Fig. 1: met1 routing
Supply wires on this layer in gray.
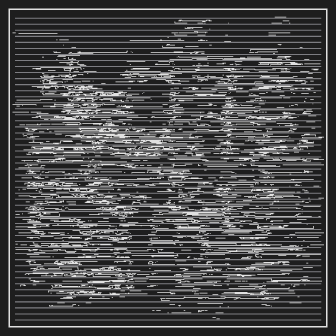
Fig. 2: met2 routing
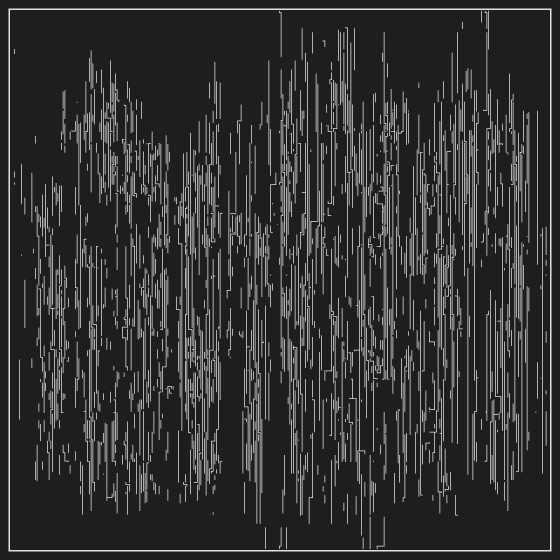
Fig. 3: met3 routing
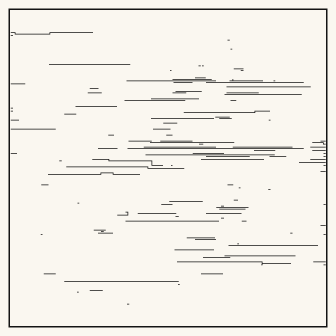
Fig. 4: the metal 4 layer
The bar under the picture is 50 um long. Supply wires on this layer in gray. Cells faint in the background.
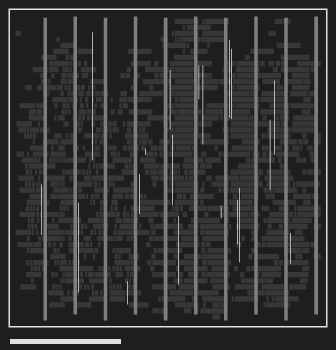
`config.mk`:
```
export PLATFORM = sky130hd
export DESIGN_NAME = updi_target_responder
export DESIGN_NICKNAME = d
export VERILOG_FILES = /design/src/rtl/updi_pkg.sv /design/src/rtl/updi_cs_regfile.sv /design/src/rtl/updi_target_responder.sv
export SDC_FILE = /design/constraint.sdc
export NUM_CORES = 1
export LEC_CHECK = 0
export CORE_MARGIN = 2
export CORE_UTILIZATION = 48
export DETAILED_ROUTE_END_ITERATION = 10
export GPL_ROUTABILITY_DRIVEN = 0
export PLACE_DENSITY = 0.65
export REMOVE_ABC_BUFFERS = 1
export SYNTH_ARGS = -nofsm -noshare
export SYNTH_HDL_FRONTEND = slang
export SYNTH_SLANG_ARGS = --single-unit
```
`constraint.sdc`:
```
create_clock -name clk -period 3.6 [get_ports clk]
set_clock_uncertainty 0.1 [all_clocks]
set_input_delay 0.54 -clock clk [delete_from_list [all_inputs] [get_ports clk]]
set_output_delay 0.54 -clock clk [all_outputs]
set_load 0.05 [all_outputs]
```
`src/rtl/updi_pkg.sv`:
```
// Shared definitions for the UPDI target responder: FSM states, opcodes, CS map, keys, PESIG codes.
package updi_pkg;

   typedef enum logic [2:0] {
      TGT_IDLE,
      TGT_OPCODE,
      TGT_STCS_DATA,
      TGT_KEY_DATA,
      TGT_GUARD,
      TGT_RESP,
      TGT_ERROR
   } updi_target_state;

   localparam logic [7:0] UPDI_SYNC  = 8'h55;
   localparam logic [3:0] OPC_LDCS   = 4'h8;
   localparam logic [3:0] OPC_STCS   = 4'hC;
   localparam logic [7:0] OPC_KEY64  = 8'hE0;
   localparam logic [7:0] OPC_SIB    = 8'hE5;

   localparam logic [3:0] CS_STATUSA         = 4'h0;
   localparam logic [3:0] CS_STATUSB         = 4'h1;
   localparam logic [3:0] CS_CTRLA           = 4'h2;
   localparam logic [3:0] CS_CTRLB           = 4'h3;
   localparam logic [3:0] CS_ASI_KEY_STATUS  = 4'h7;
   localparam logic [3:0] CS_ASI_RESET_REQ   = 4'h8;
   localparam logic [3:0] CS_ASI_CTRLA       = 4'h9;
   localparam logic [3:0] CS_ASI_SYS_CTRLA   = 4'hA;
   localparam logic [3:0] CS_ASI_SYS_STATUS  = 4'hB;
   localparam logic [3:0] CS_ASI_CRC_STATUS  = 4'hC;

   localparam logic [7:0] ASI_RESET_MAGIC = 8'h59;

   // ASCII with the first character in the top byte; the programmer sends the low byte first.
   localparam logic [63:0] KEY_NVMPROG   = 64'h4E564D50726F6720;
   localparam logic [63:0] KEY_CHIPERASE = 64'h4E564D4572617365;

   localparam logic [2:0] PESIG_NONE       = 3'h0;
   localparam logic [2:0] PESIG_PARITY     = 3'h1;
   localparam logic [2:0] PESIG_ILLEGAL_OP = 3'h4;

   function automatic logic cs_implemented(input logic [3:0] addr);
      case (addr)
         CS_STATUSA, CS_STATUSB, CS_CTRLA, CS_CTRLB, CS_ASI_KEY_STATUS, CS_ASI_RESET_REQ,
         CS_ASI_CTRLA, CS_ASI_SYS_CTRLA, CS_ASI_SYS_STATUS, CS_ASI_CRC_STATUS: return 1'b1;
         default: return 1'b0;
      endcase
   endfunction

   function automatic logic cs_read_only(input logic [3:0] addr);
      return (addr == CS_STATUSA) || (addr == CS_ASI_KEY_STATUS) || (addr == CS_ASI_SYS_STATUS);
   endfunction

endpackage

```
`src/rtl/updi_cs_regfile.sv`:
```
// UPDI CS/ASI register file: 16x8 registers, read-only masking and ASI reset-release side effects.
module updi_cs_regfile
   import updi_pkg::*;
#(
   parameter logic [3:0] UPDI_REV = 4'h3
) (
   input  logic       clk,
   input  logic       rst,
   input  logic       wr_en,
   input  logic [3:0] wr_addr,
   input  logic [7:0] wr_data,
   input  logic       err_en,
   input  logic [2:0] err_code,
   input  logic       key_prog_set,
   input  logic       key_erase_set,
   input  logic [3:0] rd_addr,
   output logic [7:0] rd_data,
   output logic [7:0] key_status,
   output logic       sys_reset_req,
   output logic       nvmprog_active
);

   logic [7:0] regs [16];
   logic       wr_ok;
   logic       release_req;

   assign wr_ok       = wr_en && cs_implemented(wr_addr) && !cs_read_only(wr_addr);
   assign release_req = wr_en && (wr_addr == CS_ASI_RESET_REQ) && (wr_data == 8'h00)
                        && (regs[CS_ASI_RESET_REQ] == ASI_RESET_MAGIC);

   always_ff @(posedge clk) begin
      if (rst) begin
         for (int i = 0; i < 16; i++) regs[i] <= 8'h00;
         regs[CS_STATUSA]        <= {UPDI_REV, 4'h0};
         regs[CS_ASI_SYS_STATUS] <= 8'h01;
      end else begin
         if (wr_ok) regs[wr_addr] <= wr_data;
         if (err_en) regs[CS_STATUSB][2:0] <= err_code;
         if (key_prog_set) regs[CS_ASI_KEY_STATUS][4] <= 1'b1;
         if (key_erase_set) regs[CS_ASI_KEY_STATUS][3] <= 1'b1;
         // Leaving reset promotes a granted key into its system-level effect.
         if (release_req) begin
            if (regs[CS_ASI_KEY_STATUS][4]) begin
               regs[CS_ASI_SYS_STATUS][3] <= 1'b1;
               regs[CS_ASI_KEY_STATUS][4] <= 1'b0;
            end
            if (regs[CS_ASI_KEY_STATUS][3]) begin
               regs[CS_ASI_KEY_STATUS][3] <= 1'b0;
               regs[CS_ASI_SYS_STATUS][0] <= 1'b0;
            end
         end
      end
   end

   assign rd_data        = cs_implemented(rd_addr) ? regs[rd_addr] : 8'h00;
   assign key_status     = regs[CS_ASI_KEY_STATUS];
   assign sys_reset_req  = (regs[CS_ASI_RESET_REQ] == ASI_RESET_MAGIC);
   assign nvmprog_active = regs[CS_ASI_SYS_STATUS][3];

endmodule

```
`src/rtl/updi_target_responder.sv`:
```
// UPDI target-side protocol responder: SYNC/LDCS/STCS/KEY decode, guard timing and response.
// Optional SIB readout (opcode 0xE5) is built only when UPDI_TGT_SIB_EN is defined.
module updi_target_responder
   import updi_pkg::*;
#(
   parameter int         GUARD_CYCLES = 64,
   parameter logic [3:0] UPDI_REV     = 4'h3
`ifdef UPDI_TGT_SIB_EN
   , parameter logic [127:0] SIB_WORD = 128'h33_2D_31_3A_44_32_3A_50_20_20_20_20_20_52_56_41
`endif
) (
   input  logic       clk,
   input  logic       rst,
   input  logic       rx_valid,
   input  logic [7:0] rx_data,
   input  logic       rx_break,
   output logic [7:0] tx_data,
   output logic       tx_valid,
   input  logic       tx_ready,
   output logic [7:0] key_status,
   output logic       sys_reset_req,
   output logic       nvmprog_active,
   output logic       busy
);

   localparam int GW = (GUARD_CYCLES < 2) ? 1 : $clog2(GUARD_CYCLES);
   localparam logic [GW-1:0] GUARD_LOAD = GW'(GUARD_CYCLES - 1);
   // The opcode cycle itself counts toward the guard, so a 1-cycle guard skips TGT_GUARD.
   localparam updi_target_state GUARD_ENTRY = (GUARD_CYCLES == 1) ? TGT_RESP : TGT_GUARD;

   updi_target_state state_reg, state_next;
   logic [3:0]    addr_reg, addr_next;
   logic [GW-1:0] guard_reg, guard_next;
   logic [63:0]   key_reg, key_next, key_full;
   logic [2:0]    key_cnt_reg, key_cnt_next;
   logic          cs_wr_en, cs_err_en, key_prog_set, key_erase_set;
   logic [2:0]    cs_err_code;
   logic [7:0]    cs_rd_data, resp_byte;

`ifdef UPDI_TGT_SIB_EN
   logic       sib_mode_reg, sib_mode_next;
   logic [3:0] sib_idx_reg, sib_idx_next;
   logic [7:0] sib_bytes [16];

   genvar gi;
   generate
      for (gi = 0; gi < 16; gi++) begin : g_sib
         assign sib_bytes[gi] = SIB_WORD[gi*8 +: 8];
      end
   endgenerate

   always_ff @(posedge clk) begin
      if (rst) begin
         sib_mode_reg <= 1'b0;
         sib_idx_reg  <= 4'h0;
      end else begin
         sib_mode_reg <= sib_mode_next;
         sib_idx_reg  <= sib_idx_next;
      end
   end

   assign resp_byte = sib_mode_reg ? sib_bytes[sib_idx_reg] : cs_rd_data;
`else
   assign resp_byte = cs_rd_data;
`endif

   always_ff @(posedge clk) begin
      if (rst) begin
         state_reg   <= TGT_IDLE;
         addr_reg    <= 4'h0;
         guard_reg   <= '0;
         key_reg     <= 64'h0;
         key_cnt_reg <= 3'h0;
      end else begin
         state_reg   <= state_next;
         addr_reg    <= addr_next;
         guard_reg   <= guard_next;
         key_reg     <= key_next;
         key_cnt_reg <= key_cnt_next;
      end
   end

   // Key bytes arrive last-character-first, so shifting in from the top leaves ASCII order.
   assign key_full = {rx_data, key_reg[63:8]};

   always_comb begin
      state_next    = state_reg;
      addr_next     = addr_reg;
      guard_next    = guard_reg;
      key_next      = key_reg;
      key_cnt_next  = key_cnt_reg;
      cs_wr_en      = 1'b0;
      cs_err_en     = 1'b0;
      cs_err_code   = PESIG_NONE;
      key_prog_set  = 1'b0;
      key_erase_set = 1'b0;
`ifdef UPDI_TGT_SIB_EN
      sib_mode_next = sib_mode_reg;
      sib_idx_next  = sib_idx_reg;
`endif
      if (rx_break) begin
         state_next = TGT_IDLE;
      end else begin
         case (state_reg)
            TGT_IDLE: if (rx_valid && rx_data == UPDI_SYNC) state_next = TGT_OPCODE;
            TGT_OPCODE: if (rx_valid) begin
               addr_next  = rx_data[3:0];
               guard_next = GUARD_LOAD;
`ifdef UPDI_TGT_SIB_EN
               sib_mode_next = 1'b0;
               sib_idx_next  = 4'h0;
`endif
               if (rx_data[7:4] == OPC_LDCS) begin
                  state_next = GUARD_ENTRY;
               end else if (rx_data[7:4] == OPC_STCS) begin
                  state_next = TGT_STCS_DATA;
               end else if (rx_data == OPC_KEY64) begin
                  state_next   = TGT_KEY_DATA;
                  key_cnt_next = 3'h0;
`ifdef UPDI_TGT_SIB_EN
               end else if (rx_data == OPC_SIB) begin
                  state_next    = GUARD_ENTRY;
                  sib_mode_next = 1'b1;
`endif
               end else begin
                  cs_err_en   = 1'b1;
                  cs_err_code = PESIG_ILLEGAL_OP;
                  state_next  = TGT_ERROR;
               end
            end
            TGT_STCS_DATA: if (rx_valid) begin
               cs_wr_en   = 1'b1;
               state_next = TGT_IDLE;
            end
            TGT_KEY_DATA: if (rx_valid) begin
               key_next     = key_full;
               key_cnt_next = key_cnt_reg + 3'd1;
               if (key_cnt_reg == 3'd7) begin
                  key_prog_set  = (key_full == KEY_NVMPROG);
                  key_erase_set = (key_full == KEY_CHIPERASE);
                  state_next    = TGT_IDLE;
               end
            end
            TGT_GUARD: begin
               if (rx_valid) begin
                  cs_err_en   = 1'b1;
                  cs_err_code = PESIG_PARITY;
                  state_next  = TGT_ERROR;
               end else if (guard_reg <= GW'(1)) begin
                  state_next = TGT_RESP;
               end else begin
                  guard_next = guard_reg - GW'(1);
               end
            end
            TGT_RESP: if (tx_ready) begin
`ifdef UPDI_TGT_SIB_EN
               if (sib_mode_reg && sib_idx_reg != 4'hF) sib_idx_next = sib_idx_reg + 4'd1;
               else state_next = TGT_IDLE;
`else
               state_next = TGT_IDLE;
`endif
            end
            TGT_ERROR: state_next = TGT_ERROR;
            default:   state_next = TGT_IDLE;
         endcase
      end
   end

   updi_cs_regfile #(.UPDI_REV(UPDI_REV)) u_regs (
      .clk            (clk),
      .rst            (rst),
      .wr_en          (cs_wr_en),
      .wr_addr        (addr_reg),
      .wr_data        (rx_data),
      .err_en         (cs_err_en),
      .err_code       (cs_err_code),
      .key_prog_set   (key_prog_set),
      .key_erase_set  (key_erase_set),
      .rd_addr        (addr_reg),
      .rd_data        (cs_rd_data),
      .key_status     (key_status),
      .sys_reset_req  (sys_reset_req),
      .nvmprog_active (nvmprog_active)
   );

   assign tx_valid = (state_reg == TGT_RESP);
   assign tx_data  = tx_valid ? resp_byte : 8'h00;
   assign busy     = (state_reg != TGT_IDLE);

endmodule

```
==> summary.txt <==
flow finished, numbers: Final #Nets=841, reg2reg start=state_reg[1], Slowest cell on crit path=clkdlybuf4s50_1, Setup CP Type=reg -> out, Unique cell types=63, largest net degree at the start of global routing=roughly 68, setup repair bufs after CTS=0, Final Hold Viols=0, Post-synth EDFFs=roughly 130, RR Endpoint=u_regs.regs[4][3], status=finished, final reports clean, most common cell in the netlist=edfxtp_1, Final Critical Period=3.295 ns, hold endpoint=key_reg[13], R2R cell count=5, remaining global-route overflow=0, DP HPWL=15.06 mm, Post-Syn Area per Cell=around 12 um^2, CP max FO=2, Place WS=0.3768 ns, Power Dens Cells=approximately 480 nW/um^2
About Fig. 1:
wire length on this layer = 9340 um
nets with wire on the layer = 805
main direction = horizontal
share of all routed wire = 43%
final wirelength: 21.81 mm
Vias: 6165

About Fig. 2:
main direction = vertical
nets with wire on the layer = 703
share of all routed wire = 48%
wire length on this layer = 10500 um
M2 GR Usage: 36.13%

About Fig. 3:
wire length on this layer = 1460 um
nets with wire on the layer = 81
GRT met3 Usage: 4.240%

About Fig. 4:
wire length on this layer = 492 um
nets with wire on the layer = 13

per-layer routing:
| layer | vias up | global-route usage, % | wire length (um) |
|---|---|---|---|
| li1 | 2905 | - | - |
| met1 | 3032 | 29.98 | 9337 |
| met2 | 185 | 36.13 | 10500 |
| met3 | 41 | 4.240 | 1462 |
| met4 | 2 | 6.149 | 491 |
| met5 | - | 0 | 12 |
worst register-to-register path, cell delays in order (launching register included):
cell and delay, ns:
dfxtp_1 0.56, and3b_2 0.32, and3_2 0.24, nand3b_1 0.35, nor3_1 0.52, or2_2 0.32
metrics by stage:
step / total power [mW] / instance area, um^2 / hold WS (ns) / cells
finish: 5.004 / 10470 / 0.3588 / 1074
global route: 5.141 / 10470 / 0.3846 / 1074
CTS: 5.033 / 10470 / 0.3624 / 1074
floorplan: 2.711 / 9015 / 0.3252 / 752
global placement: 2.835 / 9746 / 0.3469 / 1033
detailed placement: 2.842 / 9746 / 0.3546 / 1033
cells in the final DEF, fill, tap and decap left out, types with 4 or more instances in the layout:
cell	n
edfxtp_1	128
nand2_1	125
and2_1	78
dfxtp_1	76
a21oi_1	64
nor2_1	32
mux4_2	32
nor3_1	27
mux2i_1	23
clkbuf_16	23
clkdlybuf4s50_1	23
buf_4	22
conb_1	20
or2_2	15
nand2b_1	11
nor4_1	10
o22ai_1	8
nor4bb_1	8
clkbuf_8	7
nand3_1	6
nand4_1	6
inv_1	6
o21ai_0	6
nor4b_1	5
clkinv_2	5
and4b_1	4
xor2_1	4
ha_1	4
kinds of logic (layout without fill, tap and decap cells):
group / Yosys count / count (layout) / synth area share (%)
multiplexers: 55 / 55 / 10.34
adder cells (fa/ha/maj): 4 / 4 / 0.5440
AND-OR/OR-AND: 102 / 102 / 6.460
flip-flops: 205 / 205 / 58.53
XOR/XNOR: 4 / 4 / 0.3808
AND/OR/NAND/NOR: 356 / 356 / 20.67
other: 2 / 20 / 0.08163
buffers and inverters: 67 / 94 / 2.992
layout make-up:
| cell class | instances | area (um^2) |
|---|---|---|
| Timing Repair Buffer | 47 | 435.4 |
| Multi-Input combinational cell | 541 | 3608 |
| Inverter | 6 | 22.52 |
| Clock buffer | 33 | 683.2 |
| Fill cell | 1563 | 8298 |
| Clock inverter | 8 | 41.29 |
| Sequential cell | 205 | 5386 |
| Tap cell | 234 | 292.8 |
report_power, final:
part           internal [mW]  switching [mW]
Combinational         0.0676           0.139
Clock                   1.31           0.901
Sequential              2.56          0.0290
Total                   3.93            1.07
worst max-delay path by stage:
stage / startpoint / endpoint / slack [ns]
2_1_floorplan: flop / tx_data[0] / 0.20
3_3_place_gp: rx_valid / u_regs.regs[4][0] / 0.48
3_5_place_dp: rx_valid / u_regs.regs[4][3] / 0.38
4_1_cts: u_regs.regs[8][5] / sys_reset_req / 0.36
5_1_grt: u_regs.regs[8][7] / sys_reset_req / 0.23
6_report: u_regs.regs[8][5] / sys_reset_req / 0.31
No activity file was given, so power comes from the tool's default toggle rates.
